Design hcms_frame_sequencer_flat, sky130hd; sources not shown.
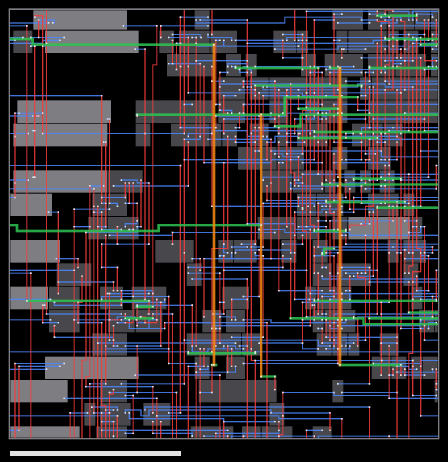
*Close-up of the layout, run 1*
Bar = 20 um. Region (30, 53) to (80, 103) um. Cells in gray, sequential cells in the stronger gray; small squares are vias.
- orange: met4
- green: met3
- red: met2
- blue: met1
- cells with their middle in the window: 135
- sequential cells in the window: 10
- most frequent: nand2_1 (11), a21oi_1 (10)

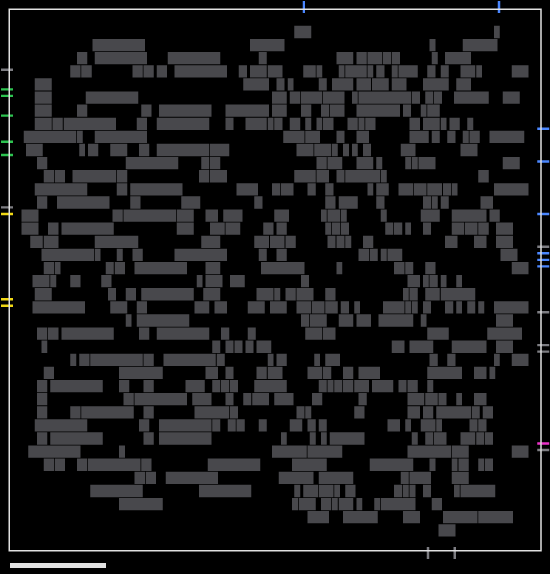
*Pin map, run 1*
Bar = 20 um. Pins as bars across the die edge, other pins in gray.
- green: `wr_code` (pins 5; direction input; edge left)
- yellow: `wr_addr` (pins 3; direction input; edge left)
- magenta: `refresh` (pins 1; direction input; edge right)
- blue: `bus_byte_data` (pins 8; direction output; edge 6 right, 2 top)
- all pins by edge: 12 right, 10 left, 2 bottom, 2 top
die width: 110 um
Die H: 112 um

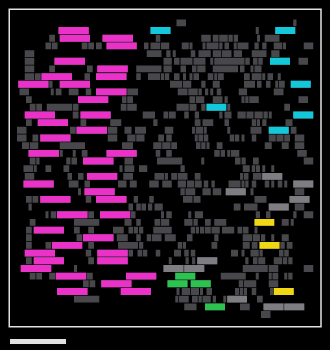
*Where the registers sit, run 1*
Bar = 20 um. Other sequential cells in the stronger gray, the rest of the logic in the fainter gray.
- yellow: `u_core.state` (flops 3)
- magenta: `u_core.char_buf` (flops 40)
- green: `u_core.hold_cnt` (flops 4; where bottom center)
- cyan: `u_core.bus.byte_data` (flops 7; where upper right)
Final Util: 43.97%
Seq. pwr: 631 uW
flop share of the area: 34.63%
Flop area: 0.001702 mm2

==> job_summary.md, run 1 <==
### Metrics collected by this job

| Metric | Value |
|---|---|
| IO buf count | `24` |
| Final Cycle Share | `78.39%` |
| Synth Warn # | `0` |
| Layout Cell Area excl Fill | `0.004913 mm2` |
| Die area | `0.01232 mm2` |
| Hpwl dp | `8586 um` |
| Max VDD drop | `192.3 uV` |
| # rows | `39` |
| Share of cells above drive strength 1 | `11.09%` |
| FF+latch count, synth | `65` |
| Log Warnings | `33` |
| Startpoint Class | `flip-flop` |
| Power, Total | `1.656 mW` |
| Power density cells | `337.1 mW/mm2` |
| Non-Filler Instances | `630` |
| Largest fanout on the critical path | `18` |
| Skew final | `8.752 ps` |
| Final setup fails | `0` |
| NumNets Final | `508` |
| Post-synth seq share | `39.05%` |
| Via density | `5.806` |
| Drt pass-1 iters | `8` |
| CTS Root Cell | `clkbuf_16` |
| Largest area contributor in the netlist | `edfxtp_1` |
| Count leader, synth | `nor2_1` |
| Post-Route Setup TNS | `0 ps` |
| Worst setup margin | `1167 ps` |
| H-tree levels | `3` |
| Hold path depth | `2` |
| Routed WL per cell | `19.17 um` |
| Initial antenna violation count | `0` |
| Commonest cells in the netlist | `nor2_1, edfxtp_1, a21oi_1` |
| Placed Cells | `614` |
| Largest net degree at the start of global routing | `34` |
| Tot GR Track Use | `20.69%` |
| I/O pin total | `26` |
| Most frequent cells in the layout | `nor2_1, edfxtp_1, a21oi_1` |
| Syn Inst Count | `474` |
| Arr. time, crit path | `4460 ps` |
| Most common reg cell | `edfxtp_1` |
| Max reg flops | `40` |
| Outcome | `finished, final reports clean` |
| Total congestion overflow | `0` |
run 1: cell type report:
| type | instances | share of cell area, % |
|---|---|---|
| repair buffers | 28 | 5.500 |
| multi-input cells | 369 | 49.61 |
| clock inverters | 3 | 0.8403 |
| clock buffers | 13 | 5.093 |
| inverters | 9 | 0.6875 |
| flip-flops and latches | 65 | 34.63 |
| well taps | 143 | 3.641 |
run 1: logic make-up after synthesis:
group,after synthesis
AND-OR/OR-AND,129
XOR/XNOR,5
adder cells (fa/ha/maj),13
buffers and inverters,40
flip-flops,65
multiplexers,16
other,1
AND/OR/NAND/NOR,205
run 1: metal layers:
| metal | global-route usage (%) | wire, um | up-vias |
|---|---|---|---|
| met3 | 4.977 | 674 | 17 |
| met2 | 32.19 | 5769 | 122 |
| met5 | 0 | 0 | - |
| li1 | - | - | 1782 |
| met1 | 28.16 | 5413 | 1737 |
| met4 | 6.582 | 218 | 0 |
run 1: worst max-delay path, stage by stage, from the launching register on:
cell	delay [ps]
dfxtp_1	330
inv_1	120
ha_1	580
a21boi_0	300
o21ai_1	580
o31ai_1	230
o32a_2	510
ha_1	390
and3_1	230
o221ai_1	80
o31ai_1	120
a31oi_1	170
o311ai_1	160
a221o_1	310
run 1: power breakdown:
part	switching [mW]	internal, mW	leakage (nW)
Combinational	0.271	0.171	1.03
Clock	0.214	0.370	0.144
Sequential	0.0494	0.581	0.590
==> run 2, diff against run 1 <==
==> constraint.sdc (replaced) <==
create_clock -name clk -period 4.4 [get_ports clk]
set_input_delay 0.88 -clock clk [delete_from_list [all_inputs] [get_ports clk]]
set_output_delay 0.88 -clock clk [all_outputs]
set_load 0.05 [all_outputs]
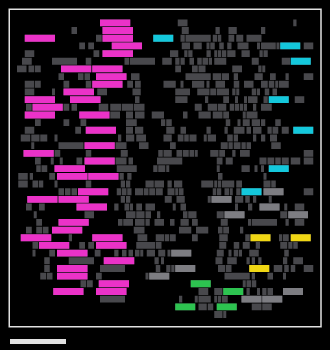
*Where the registers sit, run 2*
Bar = 20 um. Other sequential cells in the stronger gray, the rest of the logic in the fainter gray.
- green: `u_core.hold_cnt` (flops 4)
- magenta: `u_core.char_buf` (flops 40)
- cyan: `u_core.bus.byte_data` (flops 7)
- yellow: `u_core.state` (flops 3)
- not colored: 11
Seq. pwr: 773 uW
Final Util: 44.42%

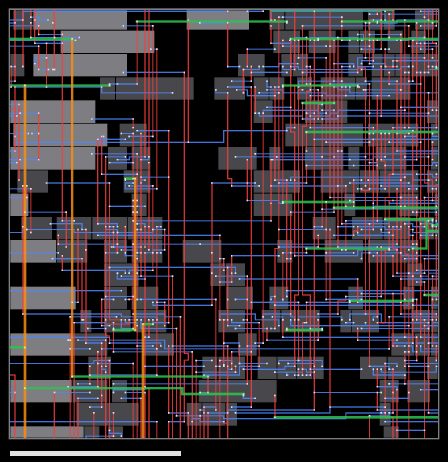
*Close-up of the layout, run 2*
Bar = 20 um. Region (30, 53) to (80, 103) um. Cells in gray, sequential cells in the stronger gray; small squares are vias.
- blue: met1
- green: met3
- orange: met4
- red: met2
- sequential cells in the window: 11
- cells with their middle in the window: 131
- most frequent: a21oi_1 (10), edfxtp_1 (10), ha_1 (8)

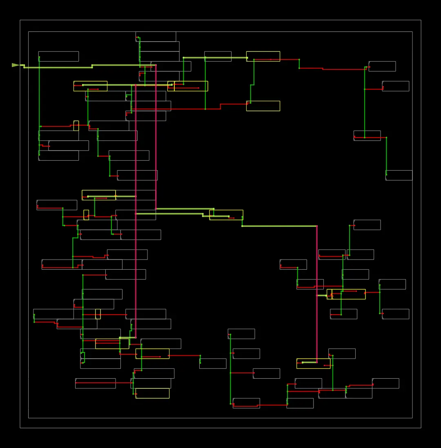
*The clock network, run 2*
clk sinks: 65
Clk. pwr: 709 uW
CTS Buf Count: 9
skew final: 14.82 ps

==> job_summary.md, run 2 <==
### Metrics collected by this job

| Metric | Value |
|---|---|
| Outcome | `finished, final reports clean (unchanged)` |
| Delay-heaviest family, CP | `AND-OR/OR-AND gates (unchanged)` |
| Crit-path slowest cell | `ha_1 (unchanged)` |
| Die H | `112 um (unchanged)` |
| Largest fanout on the critical path | `18 (unchanged)` |
| Hpwl dp | `8657 um (was 8586 um)` |
| Commonest cells in the netlist | `nor2_1, edfxtp_1, a21oi_1 (unchanged)` |
| Worst path depth | `14 (was 13)` |
| Clock Power Share | `34.9% (was 35.2%)` |
| Syn Inst Count | `474 (unchanged)` |
| Hold path depth | `2 (unchanged)` |
| Routed WL per cell | `18.97 um (was 19.17 um)` |
| Largest area contributor in the netlist | `edfxtp_1 (unchanged)` |
| Internal | `1.381 mW (was 1.122 mW)` |
| IO buf count | `24 (unchanged)` |
| Drt pass-1 iters | `5 (was 8)` |
| Die width | `110 um (unchanged)` |
| Max VDD drop | `302.4 uV (was 192.3 uV)` |
| Placed Cells | `621 (was 614)` |
| Count leader, synth | `nor2_1 (unchanged)` |
| Worst path bufs/invs | `1 (unchanged)` |
| Startpoint Class | `flip-flop (unchanged)` |
| Most frequent cells in the layout | `nor2_1, edfxtp_1, a21oi_1 (unchanged)` |
| Post-Route Setup TNS | `0 ps (unchanged)` |
| I/O pin total | `26 (unchanged)` |
| Via density | `5.714 (was 5.806)` |
[run 2: cell counts after synthesis]
Identical to the previous run, type by type.
[run 2: final cells by class]
type                            count  area, um2  area share (%)
Clock buffer                       15      290.3           5.848
Timing Repair Buffer               35      322.8           6.504
Multi-Input combinational cell    369       2431           48.98
Sequential cell                    65       1702           34.28
Clock inverter                      1      5.005          0.1008
Inverter                            9      33.78          0.6806
Tap cell                          143      178.9           3.605
[run 2: tightest hold or removal path: cells and delay by family, from the launching register on]
family             cells  cell delay, ps
DFF                    1             300
and+or+nand+nor        1              50
AOI/OAI and AO/OA      1              60
[run 2: kinds of logic after synthesis]
logic type | after synthesis | synth area share, %
compound gates | 129 | 21.22
xor+xnor | 5 | 1.005
fa+ha+maj | 13 | 3.733
buf+inv | 40 | 5.168
flops | 65 | 39.05
mux | 16 | 3.819
other cells | 1 | 0.08605
simple gates | 205 | 25.93
[run 2: per-layer routing]
layer  vias up  track usage [%]  routed length [um]
met5         -                0                   0
met4         0            7.932                 256
met3        17            4.508                 484
met2       106            33.70                5740
met1      1724            27.48                5603
li1       1793                -                   -
[run 2: power by group through the flow]
stage	registers (mW)	clock network (mW)	logic [mW]
after global routing	0.784	0.752	0.608
after global placement	0.782	0	0.549
after detailed placement	0.785	0	0.550
final	0.773	0.709	0.549
after CTS	0.773	0.729	0.553
after floorplan	0.833	0	0.323
[run 2: per-stage QoR]
step / total power, mW / instance area, um2 / setup slack, ps
global route: 2.144 / 4964 / 83.60
floorplan: 1.156 / 4358 / 1147
CTS: 2.054 / 4964 / 504.5
detailed placement: 1.335 / 4668 / 499.3
finish: 2.031 / 4964 / 415.9
global placement: 1.331 / 4668 / 560.6
Power and IR drop assume default switching activity.
